`src/rtl/key_debouncer.sv`:
```
// key_debouncer: four-channel key conditioner. It synchronises raw active-low
// keys, qualifies them with a per-channel stability counter, and produces
// clean levels plus one-cycle press/release strobes. All outputs are driven
// straight from flops.
// The release strobe port is named released because release is a
// SystemVerilog keyword.
module key_debouncer #(
    parameter int WIDTH           = 4,
    parameter int DEBOUNCE_CYCLES = 1000000,
    parameter int CNT_W           = 20
) (
    input  logic             clk,
    input  logic             rst,
    input  logic [WIDTH-1:0] key_raw,
    output logic [WIDTH-1:0] key_out,
    output logic [WIDTH-1:0] press,
    output logic [WIDTH-1:0] released
);

    // Terminal count: the cycle on which a differing level is accepted.
    localparam logic [CNT_W-1:0] CNT_MAX = CNT_W'(DEBOUNCE_CYCLES - 1);

    logic [WIDTH-1:0] s1_q, s1_d;
    logic [WIDTH-1:0] s2_q, s2_d;
    logic [WIDTH-1:0] key_q, key_d;
    logic [WIDTH-1:0] press_q, press_d;
    logic [WIDTH-1:0] release_q, release_d;
    logic [CNT_W-1:0] cnt_q [WIDTH];
    logic [CNT_W-1:0] cnt_d [WIDTH];

    // Next-state logic: two-flop synchroniser, then a per-channel stability
    // counter that clears whenever s2 agrees with the accepted level.
    always_comb begin
        s1_d      = key_raw;
        s2_d      = s1_q;
        key_d     = key_q;
        press_d   = '0;
        release_d = '0;
        for (int i = 0; i < WIDTH; i++) begin
            cnt_d[i] = '0;
            if (s2_q[i] != key_q[i]) begin
                if (cnt_q[i] == CNT_MAX) begin
                    key_d[i]     = s2_q[i];
                    press_d[i]   = ~s2_q[i];
                    release_d[i] = s2_q[i];
                end else begin
                    cnt_d[i] = cnt_q[i] + CNT_W'(1);
                end
            end
        end
    end

    // State registers; reset discards any partial count and reports all keys released.
    always_ff @(posedge clk) begin
        if (rst) begin
            s1_q      <= '1;
            s2_q      <= '1;
            key_q     <= '1;
            press_q   <= '0;
            release_q <= '0;
            for (int i = 0; i < WIDTH; i++) begin
                cnt_q[i] <= '0;
            end
        end else begin
            s1_q      <= s1_d;
            s2_q      <= s2_d;
            key_q     <= key_d;
            press_q   <= press_d;
            release_q <= release_d;
            for (int i = 0; i < WIDTH; i++) begin
                cnt_q[i] <= cnt_d[i];
            end
        end
    end

    assign key_out  = key_q;
    assign press    = press_q;
    assign released = release_q;

endmodule

```
`config.mk`:
```
export PLATFORM = sky130hd
export DESIGN_NAME = key_debouncer
export DESIGN_NICKNAME = d
export VERILOG_FILES = /design/src/rtl/key_debouncer.sv
export SDC_FILE = /design/constraint.sdc
export NUM_CORES = 1
export LEC_CHECK = 0
export CAP_MARGIN = 20
export CORE_ASPECT_RATIO = 0.5
export CORE_UTILIZATION = 45
export CTS_CLUSTER_DIAMETER = 50
export DETAILED_ROUTE_END_ITERATION = 16
export HOLD_SLACK_MARGIN = 0.03
export PLACE_DENSITY = 0.61
export SLEW_MARGIN = 40
export SYNTH_ARGS = -nofsm -noshare
export SYNTH_HDL_FRONTEND = slang
export SYNTH_SLANG_ARGS = --single-unit
export TNS_END_PERCENT = 100
```
`constraint.sdc`:
```
create_clock -name clk -period 2.71 [get_ports clk]
set_input_delay 0.542 -clock clk [delete_from_list [all_inputs] [get_ports clk]]
set_output_delay 0.542 -clock clk [all_outputs]
set_load 0.02 [all_outputs]
```
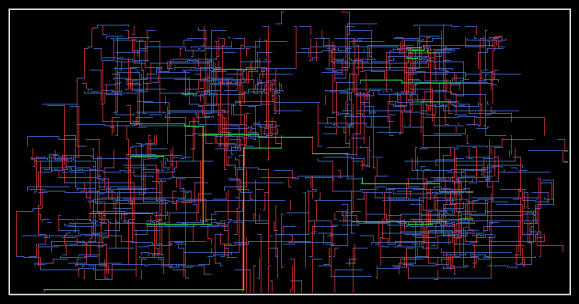
Run 1: metal layers overlaid
Drawn at 4 px/um.
Key: orange = metal 4 [wire length 59.8 um]; red = metal 2 [wire length 3320 um]; blue = metal 1 [wire length 4110 um]; green = metal 3 [wire length 290 um]
overall fraction of global-route tracks in use: 17.1%
detailed-route wire length per cell: 12.3 um

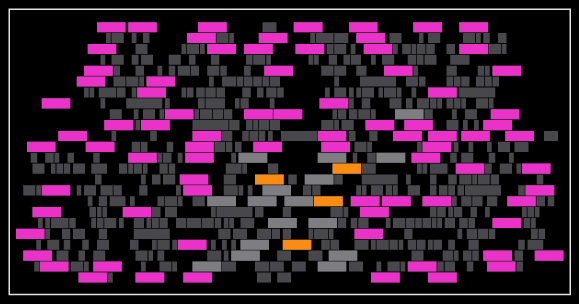
Run 1: where the registers sit
Drawn at 4 px/um.
Key: magenta = cnt_q [placed flops 80, where spread over the die]; orange = s2_q [placed flops 4]
Another 16 sequential cells are not coloured.
Register Area: 0.00200 mm^2
sequential cell area share: 41.2%

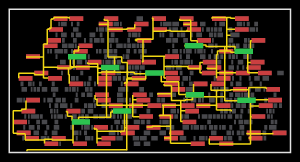
Run 1: routed clock nets over the placement
Drawn at 2 px/um.
Key: green = clock drivers [count 9]; red = flip-flops [count 100]; yellow = clock wires [length 1190 um]
Position of the flops: spread over the die.
Max Clock Skew: 0.00689 ns
total clock network power: 0.00118 W
share of power burned in the clock network: 43.8%
Late-Pin Clk Latency: 0.34 ns

==> notes.org, run 1 <==
* Implementation run

** Outcome
- Run status :: complete, no violations

** Power and ir drop
- Power density over the cells :: 555 mW/mm^2
- Per the power-grid run, VDD falls by no more than 330 uV.
- For this design the static power due to leakage is 1.44 nW.
- Post-layout power :: 0.00270 W

** Logic synthesis
- The post-synth register bit count is 100.
- The synthesized netlist devotes 1.17% of its cell area to adder and majority cells.
- Counting flops with a built-in enable in the synthesized netlist gives 0.
- Synthesized netlist cell count :: 491
- Summing all multiplexer cells gives an area fraction of 0.936%.
- The cell-mix breakdown from Yosys lists the simple-gate area share as 30.4%.
- Top cells by area :: dfxtp_1 47%, xnor2_1 7.6%, nor2_1 6.9%, nand3_1 3.5%, xor2_1 3.5%
- Post-Synth AOI/OAI Area :: 6.14%
- Dominant comb cell :: simple AND/OR/NAND/NOR gates
- Avg Synthesized Cell Area :: 8.71 um^2
- Yosys reports a chip area of 0.00428 mm^2.
- At floorplan, the net count of the design was reported as 501.

** Layout
- Share of final-layout standard cells stronger than drive strength 1 :: 6.96%
- The final antenna diode tally reported by the flow is 0.
- In the finished design the tool counted flip-flops and latches totalling 100.
- Count of plain and timing-repair buffers in the layout :: 23
- Final Instance Count excl. Fillers :: 634
- In the final layout, the fill cell count is 868.
- For this run, combinational gates with multiple inputs come to 353.

** STA
- The last timing report of the flow puts the setup violation total at 0.
- RSZ-0062 raised after global routing :: no
- After layout, the worst setup slack is 0.510 ns.
- Slew @ Worst Pin :: 0.764 ns
- Across all hold checks on the routed design, the worst slack comes to 0.403 ns.

** Die
- The core region is 0.00895 mm^2.
- In this run the count of I/O pins placed on the die edge is 18.
- Height of the die :: 70.9 um
- From left edge to right edge, the die measures 140 um.
- The floorplan report lists the tap cell count as 117.
- After floorplanning, the core was divided into 24 placement rows.

** Clock network
- TritonCTS built the clock tree.
- Number of buffers between clock root and the deepest sink :: 2
- CTS built an H-tree with a depth of 3.
- Number of buffers inserted for hold repair after clock tree synthesis :: 0
- Post_cts resized :: 0
- The clock tree has to reach 100 sinks.

** Routing
- Signal nets in the final route climb as high as met4.
- After the first detailed-routing iteration, the DRC count stood at 174.

** Place
- Cell count after placement :: 619

** Min path
- Path category of the worst min-delay check :: reg2reg

** Worst setup path
- Together, buffers and inverters on the worst path number 0.
- Critical Path Sink Type :: register

** Global routing
- The total overflow left after global routing is 0.
run 1: registers in the layout (all words and copies together) (netlist names):
signal	count
cnt_q	80
key_out	4
press	4
released	4
s1_q	4
s2_q	4
run 1: power by group:
group          switching (W)  internal [W]  total (W)
Combinational      0.0000188     0.0000160  0.0000348
Sequential        0.00000457       0.00148    0.00148
Clock               0.000511      0.000669    0.00118
run 1: worst min-delay path by stage:
stage                 start       to  slack, ns  depth (start not counted)
finish              s1_q[1]  s2_q[1]       0.40                          1
CTS                 s1_q[1]  s2_q[1]       0.41                          1
global route        s1_q[1]  s2_q[1]       0.42                          1
floorplan           s1_q[0]  s2_q[0]       0.39                          1
global placement    s1_q[1]  s2_q[1]       0.39                          1
detailed placement  s1_q[3]  s2_q[3]       0.39                          1
--- run 2 (diff from run 1) ---
PLACE_DENSITY = 0.63   (was 0.61)
clock period = 1.92 ns   (was 2.71 ns; I/O delays follow)
==> run 2 against run 1 <==
Against the previous run:
- the flow now finishes with violations (setup timing)
- synthesized area unchanged
- via count up 5.8%
- routed wire length up 8.0%
- design area up 6.5%
- count of clock-buffer cells in the layout down 5
- sequential share of layout area down 2.5 points
- highest routed layer unchanged
==> notes.org, run 2 <==
* Implementation run

** Outcome
- Run status :: finished with violations
- Violated checks :: setup timing

** Layout
- Share of final-layout standard cells stronger than drive strength 1 :: 14.8%
- The register with the most flip-flops in the layout has 80 of them.
- # fillers :: 822
- Final Instance Count excl. Fillers :: 666
- The repair_antennas step left the layout with diodes totalling 0.

** Power and ir drop
- The leakage component of the power was reported as 1.61 nW.
- For the sequential group, total power comes out at 0.00209 W.
- Group drawing the most power :: sequential cells
- Power density over the cells :: 750 mW/mm^2
- Gate power share :: 1.7%
- The switching component of the power was reported as 0.000866 W.
- Power attributed to combinational cells is 0.0000641 W.
- Internal portion of total power :: 0.00301 W

** Logic synthesis
- Avg Synthesized Cell Area :: 8.71 um^2
- Yosys reported a register bit count of 100.
- By area, the combinational part of the netlist is dominated by simple AND/OR/NAND/NOR gates.
- Post-synth area from yosys stat :: 0.00428 mm^2
- Post-Synth AOI/OAI Area :: 6.14%

** Clock network
- Counting every sink on the clock net gives 100.
- CTS tree :: built
- Gates resized during post-CTS repair numbered 1.
- For the worst-skew pair, the clock arrives at the later sink with an insertion delay of 0.34 ns.

** Global routing
- Summed over all layers, the global routing overflow is 0.

** Die
- Die width :: 140 um
- According to the floorplan log, the row count is 24.
- Per the OpenROAD floorplan log, the height of the die is 70.9 um.
- The region available for standard cell placement spans 0.00895 mm^2.

** STA
- Slew @ Worst Pin :: 0.393 ns
- Per the finish-stage timing summary, setup violations number 1.
- Setup repair after global routing could not meet its margin everywhere.
- Worst Slack Setup Final :: -0.0931 ns

** Worst setup path
- STA classifies the critical path endpoint as a register.
- WP buf/inv :: 0

** Routing
- Detailed-route wire length per cell :: 12.6 um
- Violation count after the first detailed-routing iteration :: 153
- Signal routing reaches up to met4.

** Min path
- According to the hold report, the worst path is of the reg2reg type.
- Worst Min Path Start :: s1_q[2]

** Place
- Cell count after placement :: 650
==> run 2: final cells by class <==
type,instances,share of cell area (%)
Clock buffer,9,4.36
Clock inverter,7,1.11
Inverter,26,1.89
Multi-Input combinational cell,353,42.2
Sequential cell,100,38.7
Tap cell,117,2.83
Timing Repair Buffer,54,8.90
==> run 2: stage by stage <==
| step | setup slack, ns | utilization (%) | TNS [ns] | total power, W |
|---|---|---|---|---|
| final | -0.0931 | 57.8 | -0.0931 | 0.00388 |
| after global routing | -0.130 | 57.8 | -0.177 | 0.00402 |
| after detailed placement | -0.00675 | 54.3 | -0.00675 | 0.00220 |
| after floorplan | -0.00202 | - | -0.0216 | 0.00217 |
| after global placement | 0.0156 | 54.3 | 0 | 0.00220 |
| after CTS | -0.0117 | 57.5 | -0.0117 | 0.00394 |
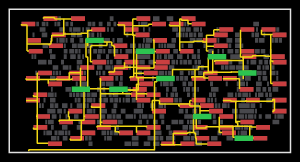
Run 2: routed clock nets over the placement
Drawn at 2 px/um.
Key: yellow = clock wires [length 1170 um]; red = flip-flops [count 100]; green = clock drivers [count 9]
Position of the flops: spread over the die.

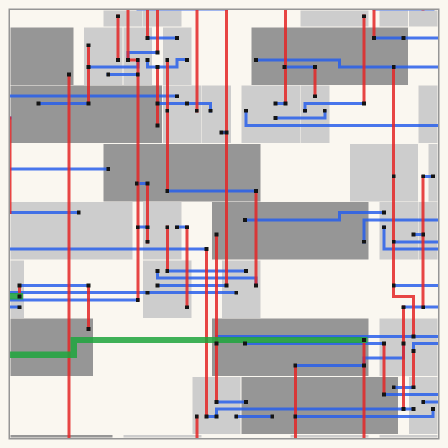
Run 2: layout detail
Region (95, 8) to (115, 28) um. Cells in grey, sequential cells in the stronger grey; small squares are vias.
Key: red = metal 2; green = metal 3; blue = metal 1
23 logic cells have their middle in the window. Sequential cells in the window: 7. Most frequent: dfxtp_1 (7). Netlist names of flops here include cnt_q (5).

Power is estimated from default activity; no workload was simulated.
